congestion.png
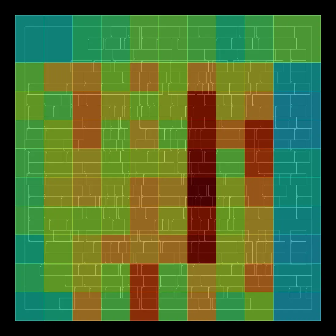
layer_met2.png
The bar under the picture is 20 microns long.
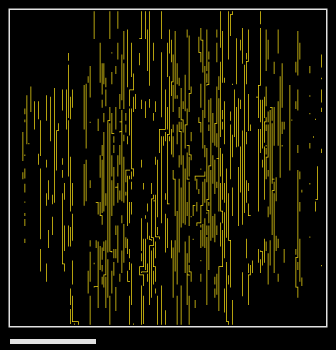
==> src/rtl/cla_seq_adder.sv <==
// cla_seq_adder: WIDTH-bit adder computing a + b + cin. It reuses one 4-bit
// carry-lookahead slice over WIDTH/4 cycles, least-significant nibble first.
//
// Ports:
//   clk        - clock; all state updates on the rising edge
//   rst        - asynchronous, active-high reset
//   in_valid   - producer offers an operand set
//   in_ready   - block can accept operands (registered, high only in IDLE)
//   a, b, cin  - operands and carry-in; sampled only at the accept edge
//   out_valid  - result is held and valid (registered, high only in DONE)
//   out_ready  - consumer takes the result
//   sum        - a + b + cin modulo 2^WIDTH
//   cout       - carry out of the MSB
//   ovf        - two's-complement overflow
//   busy       - high while an operation is in RUN or DONE

// 4-bit carry-lookahead slice: all carries come directly from generate/propagate terms.
module cla4 (
    input  logic [3:0] A,
    input  logic [3:0] B,
    input  logic       Cin,
    output logic [3:0] S,
    output logic       Cout
);

    logic [3:0] g;
    logic [3:0] p;
    logic [4:0] c;

    assign g = A & B;
    assign p = A ^ B;

    // Two-level lookahead; no carry ripples through a previous carry.
    assign c[0] = Cin;
    assign c[1] = g[0] | (p[0] & Cin);
    assign c[2] = g[1] | (p[1] & g[0]) | (p[1] & p[0] & Cin);
    assign c[3] = g[2] | (p[2] & g[1]) | (p[2] & p[1] & g[0])
                | (p[2] & p[1] & p[0] & Cin);
    assign c[4] = g[3] | (p[3] & g[2]) | (p[3] & p[2] & g[1])
                | (p[3] & p[2] & p[1] & g[0])
                | (p[3] & p[2] & p[1] & p[0] & Cin);

    assign S    = p ^ c[3:0];
    assign Cout = c[4];

endmodule

module cla_seq_adder #(
    parameter int unsigned WIDTH = 16
) (
    input  logic             clk,
    input  logic             rst,
    input  logic             in_valid,
    output logic             in_ready,
    input  logic [WIDTH-1:0] a,
    input  logic [WIDTH-1:0] b,
    input  logic             cin,
    output logic             out_valid,
    input  logic             out_ready,
    output logic [WIDTH-1:0] sum,
    output logic             cout,
    output logic             ovf,
    output logic             busy
);

    localparam int unsigned NIBBLES = WIDTH / 4;
    // idx must be at least one bit wide; for WIDTH=4 it never needs to wrap.
    localparam int unsigned IDX_W   = (NIBBLES > 1) ? $clog2(NIBBLES) : 1;

    // Reject widths that are not a positive multiple of four.
    generate
        if ((WIDTH < 4) || ((WIDTH % 4) != 0)) begin : g_bad_width
            $error("cla_seq_adder: WIDTH must be a multiple of 4 and at least 4");
        end
    endgenerate

    typedef enum logic [1:0] {
        S_IDLE = 2'd0,
        S_RUN  = 2'd1,
        S_DONE = 2'd2
    } state_t;

    state_t             state_q;
    logic [WIDTH-1:0]   a_q;
    logic [WIDTH-1:0]   b_q;
    logic               carry_q;
    logic [IDX_W-1:0]   idx_q;
    logic [WIDTH-1:0]   sum_q;
    logic [WIDTH-1:0]   sum_d;
    logic               cout_q;
    logic               ovf_q;
    logic               ovf_d;
    logic               out_valid_q;
    logic               busy_q;
    logic               in_ready_q;

    logic [3:0]         slice_a;
    logic [3:0]         slice_b;
    logic [3:0]         slice_s;
    logic               slice_cout;
    logic               last_nibble;

    // The single shared slice; fed from the registered operands and carry.
    cla4 u_slice (
        .A    (slice_a),
        .B    (slice_b),
        .Cin  (carry_q),
        .S    (slice_s),
        .Cout (slice_cout)
    );

    // Select the current nibble and merge the slice result into the sum.
    always_comb begin
        slice_a = 4'd0;
        slice_b = 4'd0;
        sum_d   = sum_q;
        for (int unsigned i = 0; i < NIBBLES; i++) begin
            if (idx_q == IDX_W'(i)) begin
                slice_a          = a_q[4*i +: 4];
                slice_b          = b_q[4*i +: 4];
                sum_d[4*i +: 4]  = slice_s;
            end
        end
        last_nibble = (idx_q == IDX_W'(NIBBLES - 1));
        // Overflow: operands share a sign and the result's sign differs from it.
        ovf_d = (a_q[WIDTH-1] == b_q[WIDTH-1]) && (slice_s[3] != a_q[WIDTH-1]);
    end

    // Control FSM with all outputs registered.
    always_ff @(posedge clk or posedge rst) begin
        if (rst) begin
            state_q     <= S_IDLE;
            a_q         <= '0;
            b_q         <= '0;
            carry_q     <= 1'b0;
            idx_q       <= '0;
            sum_q       <= '0;
            cout_q      <= 1'b0;
            ovf_q       <= 1'b0;
            out_valid_q <= 1'b0;
            busy_q      <= 1'b0;
            in_ready_q  <= 1'b0;
        end else begin
            case (state_q)
                S_IDLE: begin
                    in_ready_q <= 1'b1;
                    // Accept only once in_ready is visible to the producer.
                    if (in_valid && in_ready_q) begin
                        a_q        <= a;
                        b_q        <= b;
                        carry_q    <= cin;
                        idx_q      <= '0;
                        sum_q      <= '0;
                        cout_q     <= 1'b0;
                        ovf_q      <= 1'b0;
                        in_ready_q <= 1'b0;
                        busy_q     <= 1'b1;
                        state_q    <= S_RUN;
                    end
                end
                S_RUN: begin
                    sum_q   <= sum_d;
                    carry_q <= slice_cout;
                    idx_q   <= idx_q + IDX_W'(1);
                    if (last_nibble) begin
                        cout_q      <= slice_cout;
                        ovf_q       <= ovf_d;
                        out_valid_q <= 1'b1;
                        state_q     <= S_DONE;
                    end
                end
                S_DONE: begin
                    // Handoff: back to IDLE, ready again next cycle; result held.
                    if (out_ready) begin
                        out_valid_q <= 1'b0;
                        busy_q      <= 1'b0;
                        in_ready_q  <= 1'b1;
                        state_q     <= S_IDLE;
                    end
                end
                default: begin
                    state_q <= S_IDLE;
                end
            endcase
        end
    end

    assign in_ready  = in_ready_q;
    assign out_valid = out_valid_q;
    assign sum       = sum_q;
    assign cout      = cout_q;
    assign ovf       = ovf_q;
    assign busy      = busy_q;

endmodule

==> config.mk <==
export PLATFORM = sky130hd
export DESIGN_NAME = cla_seq_adder
export DESIGN_NICKNAME = d
export VERILOG_FILES = /design/src/rtl/cla_seq_adder.sv
export SDC_FILE = /design/constraint.sdc
export NUM_CORES = 1
export LEC_CHECK = 0
export CORE_MARGIN = 2
export CORE_UTILIZATION = 57
export CTS_BUF_LIST = sky130_fd_sc_hd__clkbuf_2 sky130_fd_sc_hd__clkbuf_4 sky130_fd_sc_hd__clkbuf_8
export CTS_CLUSTER_SIZE = 14
export DETAILED_ROUTE_END_ITERATION = 7
export PLACE_DENSITY = 0.92
export SETUP_SLACK_MARGIN = 0.4
export SKIP_LAST_GASP = 1
export SYNTH_ARGS = -nofsm -noshare
export SYNTH_HDL_FRONTEND = slang
export SYNTH_SLANG_ARGS = --single-unit
==> constraint.sdc <==
create_clock -name clk -period 8.4 [get_ports clk]
set_clock_uncertainty 0.15 [all_clocks]
set_input_delay 1.26 -clock clk [delete_from_list [all_inputs] [get_ports clk]]
set_output_delay 1.26 -clock clk [all_outputs]
set_load 0.02 [all_outputs]
==> summary.log <==
qor: setup_path.critPathRequiredTime 8480 ps
qor: synthesis.syn-cell-area 2750 sq um
qor: route.viasPerCell 5.70
qor: finish.top_logic_cells_by_instance_count_in_the_layout sky130_fd_sc_hd__dfrtp_1, sky130_fd_sc_hd__clkdlybuf4s50_1, sky130_fd_sc_hd__mux2_2
qor: place.dp_slack 4900 ps
qor: setup_path.cpLargestDelayFamily AND-OR/OR-AND gates
qor: power_and_ir_drop.top_power_group combinational cells
qor: route.met2_wirelength 2710 microns
qor: setup_path.end_kind register
qor: setup_path.crit_chain inv_1, ha_1, nand2_1, a21oi_1, a21oi_1, o21ai_0, ha_1, a211oi_1, o21ai_0, and3_1, a32o_1
qor: route.highest-signal-layer met4
qor: finish.comb-cell-share 34.3%
qor: clock_tree.cts-root-buf sky130_fd_sc_hd__clkbuf_8
qor: global_routing.grt_overflow 0
qor: global_routing.first_global_vias 1971
qor: synthesis.synthXorXnorAreaFrac 0.318%
qor: route.dr.first_iter.drc_count 145
qor: setup_path.worst_ep_arrival_time 3490 ps
qor: finish.non_clock_buffer_count 58
qor: timing.rsz0062_at_grt no
qor: clock_tree.cts.repair_timing.setup_buffer_count 0
qor: die.core 4690 sq um
qor: clock_tree.post_cts.resized_instances 0
qor: die.initial_utilization 58.6%
qor: die.dieArea 5400 sq um
qor: run.number_of_max_cap_violations 0
qor: die.floorplan.die.height 73.5 microns
qor: die.ios 58
qor: synthesis.synth.cellmix.simpleShare 9.10%
qor: place.io_buffers 57
qor: finish.layout.nonclk_buf_share 16.5%
qor: route.drt_pre_antenna_iters 4
qor: route.wl_met1 2340 microns
qor: finish.register_area 1450 sq um
qor: synthesis.synthesized_flop_and_latch_total 58
qor: power_and_ir_drop.p_seq 0.000479 W
qor: finish.flops 58
qor: finish.clock_network_area_fraction 5.39%
qor: route.drt_drc_violations_left 0
qor: synthesis.floorplan.nets 277
qor: power_and_ir_drop.power.share.switching 39.7%
qor: synthesis.yosys-dominant-comb-family AND-OR/OR-AND gates
qor: synthesis.ys_seq_share 52.8%
qor: setup_path.setup_crit_start_kind register
qor: synthesis.synth_largest_type_area_fraction 52.8%
qor: timing.slew_headroom 24.8%
qor: finish.inv_count 4
qor: outcome.status complete, no violations
qor: finish.fraction_of_final_layout_cells_sized_beyond_drive_strength_1 20.3%
qor: timing.finalWorstPathRequiredPeriod 3410 ps
qor: synthesis.top_area_cell sky130_fd_sc_hd__dfrtp_1
qor: finish.clock_buffer_count 10
qor: route.routed-wl-met3 238 microns
qor: power_and_ir_drop.share_comb_of_total_power 50.3%
qor: clock_tree.clock_tree_sinks 58
qor: synthesis.post_synth_mux_area_share 14.7%
qor: setup_path.critPathKind register to register
qor: setup_path.critPathSlowestCell sky130_fd_sc_hd__ha_1
qor: timing.setup-tns-final 0 ps
qor: finish.area.share.sequential 41.4%
Notes on congestion.png above:
overall track demand over capacity in global routing: 22.2%
most used routing layer in global routing: met2
GR Layer Usage met2: 35.1%
met3 Resource Use GR: 6.72%

Notes on layer_met2.png above:
- nets with wire on the layer: 292
- wire length on this layer: 2710 microns
- share of all routed wire: 50%
- main direction: vertical
routed vias: 1968
total wire length: 5380 microns

[per-stage QoR]
stage / hold WS (ps) / std cells / total power [W] / area, sq um
final: 334 / 345 / 0.00147 / 3500
after global routing: 348 / 345 / 0.00158 / 3500
after CTS: 339 / 345 / 0.00147 / 3500
after detailed placement: 319 / 329 / 0.00122 / 3310
after global placement: 319 / 329 / 0.00119 / 3310
after floorplan: 331 / 231 / 0.00103 / 2750
[cell usage after synthesis, drive strengths merged]
master / instances
dfrtp: 58
mux2: 36
nand2: 26
a21oi: 22
o21ai: 17
a32o: 11
buf: 9
nand3b: 9
ha: 8
nor2: 6
clkbuf: 5
inv: 4
a21o: 3
a211oi: 2
a22oi: 1
a311o: 1
and2b: 1
and3: 1
and3b: 1
and4bb: 1
fa: 1
nand2b: 1
nand3: 1
nand4: 1
o211ai: 1
o21bai: 1
o31ai: 1
or3: 1
xor2: 1
[sequential cells by signal, indices dropped and copies added, names as in the netlist]
name and cells:
ovf 1, busy 1, in_ready 1, carry_q 1
sum 16, idx_q 2, a_q 16, cout 1
out_valid 1, state_q 2, b_q 16
[logic make-up (layout without fill, tap and decap cells)]
| kind of cell | Yosys count | after routing |
|---|---|---|
| compound gates | 60 | 60 |
| xor+xnor | 1 | 1 |
| simple gates | 49 | 49 |
| buf+inv | 18 | 78 |
| mux | 36 | 36 |
| fa+ha+maj | 9 | 9 |
| flops | 58 | 58 |
[final timing paths]
check / start / endpoint / slack [ps] / cells after the start
setup / recovery: idx_q[1] / sum[7] / 4990 / 11
hold / removal: busy / busy / 330 / 1
setup reg to reg: idx_q[1] / sum[7] / 4990 / 11
hold reg to reg: busy / busy / 330 / 1
max in group asynchronous: rst / b_q[11] / 6350 / 3
min in group asynchronous: rst / in_ready / 1290 / 3
Power and IR drop assume default switching activity.
